### config.mk
export PLATFORM = sky130hd
export DESIGN_NAME = bram_port_responder_flat
export DESIGN_NICKNAME = d
export VERILOG_FILES = /design/src/rtl/bram_port_responder_pkg.sv /design/src/rtl/bram_port_responder_if.sv /design/src/rtl/bram_port_responder_rr_arbiter_2.sv /design/src/rtl/bram_port_responder.sv /design/src/flat_wrapper.sv
export SDC_FILE = /design/constraint.sdc
export NUM_CORES = 1
export LEC_CHECK = 0
export CAP_MARGIN = 30
export CORE_MARGIN = 5
export CORE_UTILIZATION = 28
export CTS_CLUSTER_SIZE = 10
export DETAILED_ROUTE_END_ITERATION = 10
export RECOVER_POWER = 100
export SLEW_MARGIN = 0
export SYNTH_ARGS = -nofsm -noshare
export SYNTH_HDL_FRONTEND = slang
export SYNTH_SLANG_ARGS = --single-unit
### constraint.sdc
create_clock -name i_clk -period 2.3 [get_ports i_clk]
set_clock_uncertainty 0.15 [all_clocks]
set_input_delay 0.23 -clock i_clk [delete_from_list [all_inputs] [get_ports i_clk]]
set_output_delay 0.23 -clock i_clk [all_outputs]
set_load 0.005 [all_outputs]
### src/rtl/bram_port_responder_pkg.sv
// Shared definitions for the BRAM port responder: bus widths, FSM states,
// grant encodings and latency counter sizing.
package bram_port_responder_pkg;

    // 8192 x 32-bit words hold one 512x512-bit image.
    localparam int BRAM_ADDR_W = 13;
    localparam int BRAM_DATA_W = 32;

    // Wide enough to count RD_LATENCY-1 for latencies 1..3.
    localparam int LAT_CNT_W = 2;

    // Bit positions inside the two-entry request/grant vectors.
    localparam int REQ_RD = 0;
    localparam int REQ_WR = 1;

    // Encoding of the side that won the most recent tie.
    localparam logic GRANT_RD = 1'b0;
    localparam logic GRANT_WR = 1'b1;

    typedef enum logic [2:0] {
        ST_IDLE     = 3'd0,
        ST_RD_ISSUE = 3'd1,
        ST_RD_WAIT  = 3'd2,
        ST_RD_ACK   = 3'd3,
        ST_WR_ISSUE = 3'd4,
        ST_WR_ACK   = 3'd5
    } state_e;

endpackage

### src/rtl/bram_port_responder_if.sv
// Bus bundle between the row read/write controllers, the responder and the
// image BRAM. The slave modport is the responder's view; the master modport
// is the view of everything around it (requesters plus BRAM).
interface bram_port_responder_if;
    import bram_port_responder_pkg::*;

    // Row read controller side
    logic [BRAM_ADDR_W-1:0] rd_addr;
    logic                   rd_trig;
    logic [BRAM_DATA_W-1:0] rd_data;
    logic                   rd_done;

    // Row write controller side
    logic [BRAM_ADDR_W-1:0] wr_addr;
    logic [BRAM_DATA_W-1:0] wr_data;
    logic                   wr_trig;
    logic                   wr_done;

    // BRAM primitive side
    logic                   bram_en;
    logic                   bram_we;
    logic [BRAM_ADDR_W-1:0] bram_addr;
    logic [BRAM_DATA_W-1:0] bram_din;
    logic [BRAM_DATA_W-1:0] bram_dout;

    // Status
    logic                   busy;

    modport slave (
        input  rd_addr, rd_trig, wr_addr, wr_data, wr_trig, bram_dout,
        output rd_data, rd_done, wr_done, bram_en, bram_we, bram_addr, bram_din, busy
    );

    modport master (
        output rd_addr, rd_trig, wr_addr, wr_data, wr_trig, bram_dout,
        input  rd_data, rd_done, wr_done, bram_en, bram_we, bram_addr, bram_din, busy
    );

endinterface

### src/rtl/bram_port_responder_rr_arbiter_2.sv
// Two-way round-robin arbiter. A lone request wins outright; on a tie the
// side that did not win the previous tie is granted. Only ties move the
// last_grant pointer, so an uncontested access never skews fairness.
module rr_arbiter_2
    import bram_port_responder_pkg::*;
#(
    parameter int WR_FIRST = 1
) (
    input  logic       i_clk,
    input  logic       i_rstn,
    input  logic [1:0] i_req,
    input  logic       i_accept,
    output logic [1:0] o_gnt
);

    logic last_grant_q;
    logic last_grant_d;

    // Grant decode and tie-pointer update, taken only when the grant is accepted.
    always_comb begin
        o_gnt        = 2'b00;
        last_grant_d = last_grant_q;
        unique case (i_req)
            2'b01: o_gnt = 2'b01;
            2'b10: o_gnt = 2'b10;
            2'b11: begin
                if (last_grant_q == GRANT_WR) begin
                    o_gnt = 2'b01;
                    if (i_accept) last_grant_d = GRANT_RD;
                end else begin
                    o_gnt = 2'b10;
                    if (i_accept) last_grant_d = GRANT_WR;
                end
            end
            default: o_gnt = 2'b00;
        endcase
    end

    // Tie pointer starts on the opposite side so the first tie favours WR_FIRST.
    always_ff @(posedge i_clk or negedge i_rstn) begin
        if (!i_rstn) begin
            last_grant_q <= (WR_FIRST != 0) ? GRANT_RD : GRANT_WR;
        end else begin
            last_grant_q <= last_grant_d;
        end
    end

endmodule

### src/rtl/bram_port_responder.sv
// BRAM-side responder: serialises the row read and row write trig/done buses
// onto one synchronous BRAM port and acknowledges each access with a
// four-phase handshake. Every output comes straight from a flop.
module bram_port_responder
    import bram_port_responder_pkg::*;
#(
    parameter int RD_LATENCY = 1,
    parameter int WR_FIRST   = 1
) (
    input  logic                  i_clk,
    input  logic                  i_rstn,
    bram_port_responder_if.slave  bus
);

    state_e                 state_q,     state_d;
    logic                   bram_en_q,   bram_en_d;
    logic                   bram_we_q,   bram_we_d;
    logic [BRAM_ADDR_W-1:0] bram_addr_q, bram_addr_d;
    logic [BRAM_DATA_W-1:0] bram_din_q,  bram_din_d;
    logic [BRAM_DATA_W-1:0] rd_data_q,   rd_data_d;
    logic                   rd_done_q,   rd_done_d;
    logic                   wr_done_q,   wr_done_d;
    logic                   busy_q,      busy_d;
    logic [LAT_CNT_W-1:0]   lat_cnt_q,   lat_cnt_d;

    logic [1:0] req;
    logic [1:0] gnt;
    logic       accept;

    assign req[REQ_RD] = bus.rd_trig;
    assign req[REQ_WR] = bus.wr_trig;
    assign accept      = (state_q == ST_IDLE);

    rr_arbiter_2 #(
        .WR_FIRST (WR_FIRST)
    ) u_arb (
        .i_clk    (i_clk),
        .i_rstn   (i_rstn),
        .i_req    (req),
        .i_accept (accept),
        .o_gnt    (gnt)
    );

    // Next-state and registered-output logic for the access sequencer.
    always_comb begin
        state_d     = state_q;
        bram_en_d   = bram_en_q;
        bram_we_d   = bram_we_q;
        bram_addr_d = bram_addr_q;
        bram_din_d  = bram_din_q;
        rd_data_d   = rd_data_q;
        rd_done_d   = rd_done_q;
        wr_done_d   = wr_done_q;
        lat_cnt_d   = lat_cnt_q;

        unique case (state_q)
            ST_IDLE: begin
                if (gnt[REQ_WR]) begin
                    bram_en_d   = 1'b1;
                    bram_we_d   = 1'b1;
                    bram_addr_d = bus.wr_addr;
                    bram_din_d  = bus.wr_data;
                    state_d     = ST_WR_ISSUE;
                end else if (gnt[REQ_RD]) begin
                    bram_en_d   = 1'b1;
                    bram_we_d   = 1'b0;
                    bram_addr_d = bus.rd_addr;
                    state_d     = ST_RD_ISSUE;
                end
            end
            ST_RD_ISSUE: begin
                bram_en_d = 1'b0;
                lat_cnt_d = LAT_CNT_W'(RD_LATENCY - 1);
                state_d   = ST_RD_WAIT;
            end
            ST_RD_WAIT: begin
                if (lat_cnt_q != '0) begin
                    lat_cnt_d = lat_cnt_q - LAT_CNT_W'(1);
                end else begin
                    rd_data_d = bus.bram_dout;
                    rd_done_d = 1'b1;
                    state_d   = ST_RD_ACK;
                end
            end
            ST_RD_ACK: begin
                if (!bus.rd_trig) begin
                    rd_done_d = 1'b0;
                    state_d   = ST_IDLE;
                end
            end
            ST_WR_ISSUE: begin
                bram_en_d = 1'b0;
                bram_we_d = 1'b0;
                wr_done_d = 1'b1;
                state_d   = ST_WR_ACK;
            end
            ST_WR_ACK: begin
                if (!bus.wr_trig) begin
                    wr_done_d = 1'b0;
                    state_d   = ST_IDLE;
                end
            end
            default: begin
                bram_en_d = 1'b0;
                bram_we_d = 1'b0;
                rd_done_d = 1'b0;
                wr_done_d = 1'b0;
                state_d   = ST_IDLE;
            end
        endcase

        busy_d = (state_d != ST_IDLE);
    end

    // State and output registers; reset abandons any access in flight.
    always_ff @(posedge i_clk or negedge i_rstn) begin
        if (!i_rstn) begin
            state_q     <= ST_IDLE;
            bram_en_q   <= 1'b0;
            bram_we_q   <= 1'b0;
            bram_addr_q <= '0;
            bram_din_q  <= '0;
            rd_data_q   <= '0;
            rd_done_q   <= 1'b0;
            wr_done_q   <= 1'b0;
            busy_q      <= 1'b0;
            lat_cnt_q   <= '0;
        end else begin
            state_q     <= state_d;
            bram_en_q   <= bram_en_d;
            bram_we_q   <= bram_we_d;
            bram_addr_q <= bram_addr_d;
            bram_din_q  <= bram_din_d;
            rd_data_q   <= rd_data_d;
            rd_done_q   <= rd_done_d;
            wr_done_q   <= wr_done_d;
            busy_q      <= busy_d;
            lat_cnt_q   <= lat_cnt_d;
        end
    end

    assign bus.bram_en   = bram_en_q;
    assign bus.bram_we   = bram_we_q;
    assign bus.bram_addr = bram_addr_q;
    assign bus.bram_din  = bram_din_q;
    assign bus.rd_data   = rd_data_q;
    assign bus.rd_done   = rd_done_q;
    assign bus.wr_done   = wr_done_q;
    assign bus.busy      = busy_q;

endmodule
### src/flat_wrapper.sv
// flat-port wrapper written by rule: the top's interface ports become plain ports
module bram_port_responder_flat import bram_port_responder_pkg::*;
#(
    parameter int RD_LATENCY = 1,
    parameter int WR_FIRST   = 1
)
  (i_clk, i_rstn, bus_rd_addr, bus_rd_trig, bus_wr_addr, bus_wr_data, bus_wr_trig, bus_bram_dout, bus_rd_data, bus_rd_done, bus_wr_done, bus_bram_en, bus_bram_we, bus_bram_addr, bus_bram_din, bus_busy);
  bram_port_responder_if bus_i ();
  input  logic i_clk;
  input  logic i_rstn;
  input wire logic [$bits(bus_i.rd_addr)-1:0] bus_rd_addr;
  input wire logic [$bits(bus_i.rd_trig)-1:0] bus_rd_trig;
  input wire logic [$bits(bus_i.wr_addr)-1:0] bus_wr_addr;
  input wire logic [$bits(bus_i.wr_data)-1:0] bus_wr_data;
  input wire logic [$bits(bus_i.wr_trig)-1:0] bus_wr_trig;
  input wire logic [$bits(bus_i.bram_dout)-1:0] bus_bram_dout;
  output wire logic [$bits(bus_i.rd_data)-1:0] bus_rd_data;
  output wire logic [$bits(bus_i.rd_done)-1:0] bus_rd_done;
  output wire logic [$bits(bus_i.wr_done)-1:0] bus_wr_done;
  output wire logic [$bits(bus_i.bram_en)-1:0] bus_bram_en;
  output wire logic [$bits(bus_i.bram_we)-1:0] bus_bram_we;
  output wire logic [$bits(bus_i.bram_addr)-1:0] bus_bram_addr;
  output wire logic [$bits(bus_i.bram_din)-1:0] bus_bram_din;
  output wire logic [$bits(bus_i.busy)-1:0] bus_busy;
  assign bus_i.rd_addr = bus_rd_addr;
  assign bus_i.rd_trig = bus_rd_trig;
  assign bus_i.wr_addr = bus_wr_addr;
  assign bus_i.wr_data = bus_wr_data;
  assign bus_i.wr_trig = bus_wr_trig;
  assign bus_i.bram_dout = bus_bram_dout;
  assign bus_rd_data = bus_i.rd_data;
  assign bus_rd_done = bus_i.rd_done;
  assign bus_wr_done = bus_i.wr_done;
  assign bus_bram_en = bus_i.bram_en;
  assign bus_bram_we = bus_i.bram_we;
  assign bus_bram_addr = bus_i.bram_addr;
  assign bus_bram_din = bus_i.bram_din;
  assign bus_busy = bus_i.busy;
  bram_port_responder #(.RD_LATENCY(RD_LATENCY), .WR_FIRST(WR_FIRST)) u_core (.i_clk(i_clk), .i_rstn(i_rstn), .bus(bus_i));
endmodule
==> results.txt <==
Notes on the physical implementation.

- The run finished with clean final reports.
- The count of endpoints failing setup in the final report is 0, for reference.
- Based on the critical path, the design can be clocked at up to 0.521 GHz.
- The endpoint kind of the worst setup timing path is a register, for reference.
- For this run, the share of the core covered by cells in the final layout is 0.464.
- The remaining global-route overflow is 0, for reference.
- The clock passes through at most 2 buffers.
- The detailed-routing iteration count for the pre-antenna-repair pass is 4, for reference.
- The horizontal die dimension is 125 um, for reference.
- The signal arrival time at the worst endpoint is 1.99 ns, for reference.
- The number of nets with antenna violations after detailed routing is 0, for reference.
- The overall global routing resource usage is 0.121, for reference.
- The report lists the number of cells resized after CTS as 0.
- The half-perimeter wire length after placement is 6950 um, for reference.
- The cell type with the largest total area after synthesis is sky130_fd_sc_hd__dfrtp_1, for reference.
- Per the OpenROAD floorplan log, the area of the core is 0.0128 mm2.
- The post-synthesis async set-or-reset flop share is 1.00, for reference.
- The most numerous logic cell after layout is sky130_fd_sc_hd__clkdlybuf4s50_1, for reference.
- The setup slack after layout is 0.382 ns, for reference.
- The cell at the root of the clock tree is sky130_fd_sc_hd__clkbuf_16, for reference.
- Max-slew check failures listed in the final report amount to 0.
- The die span in y is 125 um, for reference.
- Endpoints failing hold in the final report were tallied at 0.
- The synthesis-to-layout area growth is 61.0%, for reference.
- The setup path with the least slack is of type register to register.
- The worst register-to-register path depth is 4.
- For this run, the script counts the antenna cells in the layout as 0.
- Ranking logic cells in the layout by count gives the top entries 92 x sky130_fd_sc_hd__clkdlybuf4s50_1, 88 x sky130_fd_sc_hd__dfrtp_1, 83 x sky130_fd_sc_hd__dlygate4sd3_1.
- The insertion delay of the later-clocked pin in the worst-skew pair is 0.33 ns, for reference.
- The number of cells after detailed placement is 604, for reference.
- For the final routed database, the setup TNS stands at 0 ns.
- On the reported timing paths, the clock transition at the registers reads 0.06 ns.
- The library cell with the highest instance count after synthesis is sky130_fd_sc_hd__dfrtp_1, for reference.
- In the synthesis report, Yosys lists the chip area as 0.00368 mm2.
- The report counts max-capacitance violations totalling 0.
- The post-detailed-routing wire length is 9240 um, for reference.
- The die covers 0.0155 mm2.
- Power spread over the standard cell area amounts to 1270 mW/mm2.
- TritonCTS built the clock tree.
- The number of standard cells in the final layout excluding fillers is 621, for reference.
- STA puts the critical path data required time at 2.37 ns.
- Warnings reported by Yosys during synthesis add up to 0.
- Entering global routing, the biggest net connects 56 pins.
- The OpenROAD warning count is 26, for reference.
- The mapped netlist covers 0.00368 mm2.
- The tree built by TritonCTS fans out to 88 sinks.
- Per STA, the worst path is made up of clkbuf_1 > nor3_4 > buf_4 > mux2_2.
- Hold is met by 0.335 ns.
- The post-layout minimum cycle time is 1.92 ns, for reference.
- The synthesized area divided by synthesized cell count is 14.2 um2, for reference.
- The first global-routing pass estimated 15200 um of wire.
- The startpoint type of the worst setup path is a register, for reference.
- The register bit count reported by yosys is 88, for reference.
- The level count of the clock H-tree is 3, for reference.
- The worst slack at placement is 0.227 ns, for reference.
- For this run, the detailed router reports a per-instance via density of 4.32.
- The post-CTS hold buffer count recorded in the log is 1.
- The power report puts the leakage power at 2.47 nW.
- After synthesis, the netlist uses 36 different library cells.
- The top flip-flop cell by instance count after synthesis is sky130_fd_sc_hd__dfrtp_1, for reference.
- Per the Yosys statistics, synthesis produced 259 cells.
- By area the synthesized netlist is led by sky130_fd_sc_hd__dfrtp_1 60%, sky130_fd_sc_hd__mux2_2 10%, sky130_fd_sc_hd__mux2_4 8.2%.
- The via count of the first global-routing pass is 2905.
- In the synthesized netlist, the cells that appear most often are 88 x sky130_fd_sc_hd__dfrtp_1, 34 x sky130_fd_sc_hd__mux2_2, 20 x sky130_fd_sc_hd__mux2_4.
- Setup repair after global routing left no endpoint under its margin.
- The timing report shows that the slowest cell on the worst path is sky130_fd_sc_hd__dfrtp_1.
- The share of post-route cells with drive strength above 1 is 0.149, for reference.
- Of the synthesized area, sequential elements account for 0.599.
- The final weighted congestion in routability-driven placement is 0.689, for reference.
- The vias after detailed routing is 2680, for reference.
- The net count after synthesis is 354.
- The CTS report gives the tree buffer count as 9.
- Along the worst path, the maximum fanout reaches 17.
- The biggest cell delay along the critical path is 0.46 ns, for reference.
- Overall power consumption after layout is estimated at 7.52 mW.
- In the routed design, unresolved DRC markers number 0.
- Counting flops with a built-in enable in the synthesized netlist gives 0.
- The share of the synthesized area in the top cell type is 0.599, for reference.
- The number of antenna violations at the first check in global routing is 0, for reference.
- The buffer_ports step reported a buffer count of 175.
- The I/O pin count is 176, for reference.
- The share of the core area taken by cells at floorplan is 0.288.
- The finished cells cover 0.00592 mm2.
- The actual transition at the worst max-transition pin is 0.861 ns, for reference.
- For this run, the post-layout net count is 539.
- The cell count after synthesis is 259, for reference.
- The count of buffers added by post-CTS timing repair for setup is 0, for reference.
- The worst VDD IR drop from the latest analysis is 0.000452 V.
- The post-layout period usage of the worst path is 0.834, for reference.
- The most critical min-delay path falls under input port to register.
- Measured against its own limit, the worst slew margin works out to 0.426.
- The routed design shows a wire length per standard cell of 14.9 um.
- Row generation in the floorplan step produced 41 rows.
- The instance area at placement is 0.00567 mm2, for reference.
- Along the worst hold path, the cell count comes to 2.
- In this run, the number of DRC markers left after iteration 0 of detailed routing was 78.
routing by layer:
metal	GRT usage	routed length [um]	vias up
met5	0	0	-
met1	0.150	4020	1265
met4	0.0503	191	0
li1	-	-	1288
met2	0.190	4310	113
met3	0.0455	719	14
worst paths after layout:
path                                                    from                             endpoint  slack (ns)
max                              u_core.state_q[2]$_DFF_PN0_   u_core.bus.rd_data[19]$_DFFE_PN0P_        0.38
min in group asynchronous                             i_rstn  u_core.bus.bram_din[12]$_DFFE_PN0P_        0.39
max in group asynchronous                             i_rstn  u_core.bus.bram_din[19]$_DFFE_PN0P_        0.82
max reg2reg                      u_core.state_q[2]$_DFF_PN0_   u_core.bus.rd_data[19]$_DFFE_PN0P_        0.38
min reg2reg                u_core.bus.rd_data[3]$_DFFE_PN0P_    u_core.bus.rd_data[3]$_DFFE_PN0P_        0.34
min                                          bus_wr_data[16]  u_core.bus.bram_din[16]$_DFFE_PN0P_        0.33
cell type report:
cell class | instances | area (um2)
Clock inverter | 6 | 92.6
Sequential cell | 88 | 2200
Timing Repair Buffer | 190 | 1850
Clock buffer | 10 | 239
Inverter | 5 | 18.8
Fill cell | 1176 | 6850
Multi-Input combinational cell | 150 | 1310
Tap cell | 172 | 215
flip-flops by register name, summed over array words and instances (netlist names):
name,cells
u_core.bus.bram_din,32
u_core.bus.rd_data,32
u_core.bus.bram_addr,13
u_core.state_q,3
u_core.lat_cnt_q,2
u_core.bus.bram_en,1
u_core.bus.bram_we,1
u_core.bus.busy,1
u_core.bus.rd_done,1
u_core.bus.wr_done,1
u_core.u_arb.last_grant_q,1
logic make-up after synthesis:
kind of cell,share of synthesized area
AOI/OAI and AO/OA,0.0585
and+or+nand+nor,0.0531
xor gates and xnor gates,0.00238
buffers and inverters,0.0323
DFF,0.599
muxes,0.252
adders and majority gates,0.00340
where the power goes:
part           switching, mW  total (mW)  internal (mW)
sequential             0.407        2.74           2.33
clock                  0.608        1.59          0.984
combinational           1.20        3.19           1.99
worst max-delay path, delay by kind of cell, from the launching register on:
| kind | cells | cell delay [ns] |
|---|---|---|
| AND/OR/NAND/NOR | 1 | 0.24 |
| multiplexers | 1 | 0.36 |
| flip-flops | 1 | 0.46 |
| buffers and inverters | 2 | 0.58 |
Fig. 1: supply network
Scale bar: 20 um. Pins as bars on the die edge. Tap cells in gray.
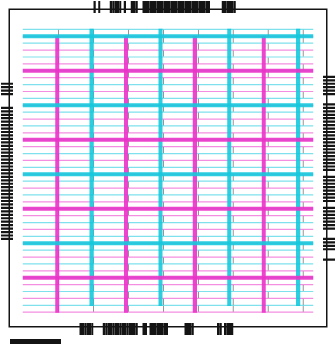
Key: magenta = VSS; cyan = VDD
42 met1 rails follow the rows. 172 tap cells.

Fig. 2: placed cells, one color a class
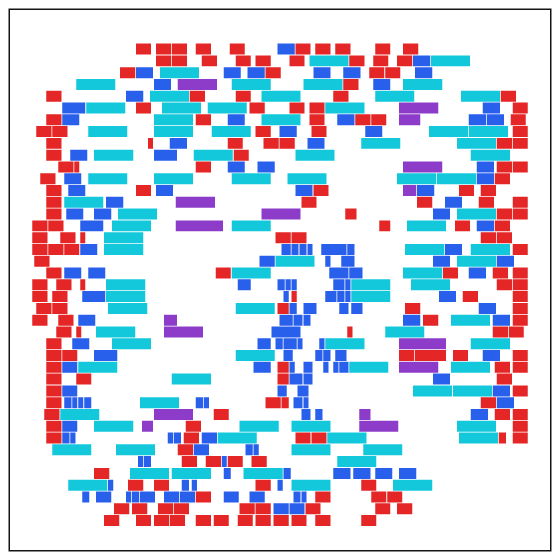
Key: red = other buffers and delay cells [cells 190]; purple = clock drivers and dummy loads [cells 16]; cyan = flip-flops [cells 88]; blue = all other logic [cells 155]

Fig. 3: clock network drawn from the DEF
Scale bar: 20 um.
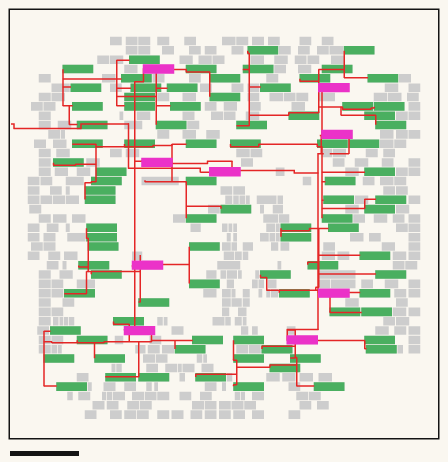
Key: red = clock wires [length 1160 um]; green = flip-flops [count 88]; magenta = cells driving clock nets [count 9]
There are 10 routed clock nets. Position of the flops: widely spread.

Fig. 4: wiring by layer
Scale bar: 20 um. Only two layers are drawn.
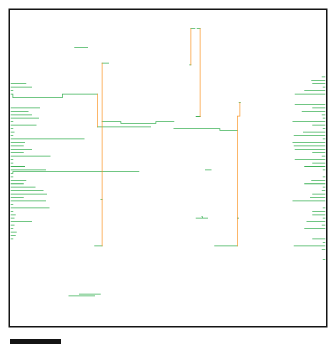
Key: orange = met4 [wire length 191 um]; green = met3 [wire length 720 um]

Power is estimated from default activity; no workload was simulated.
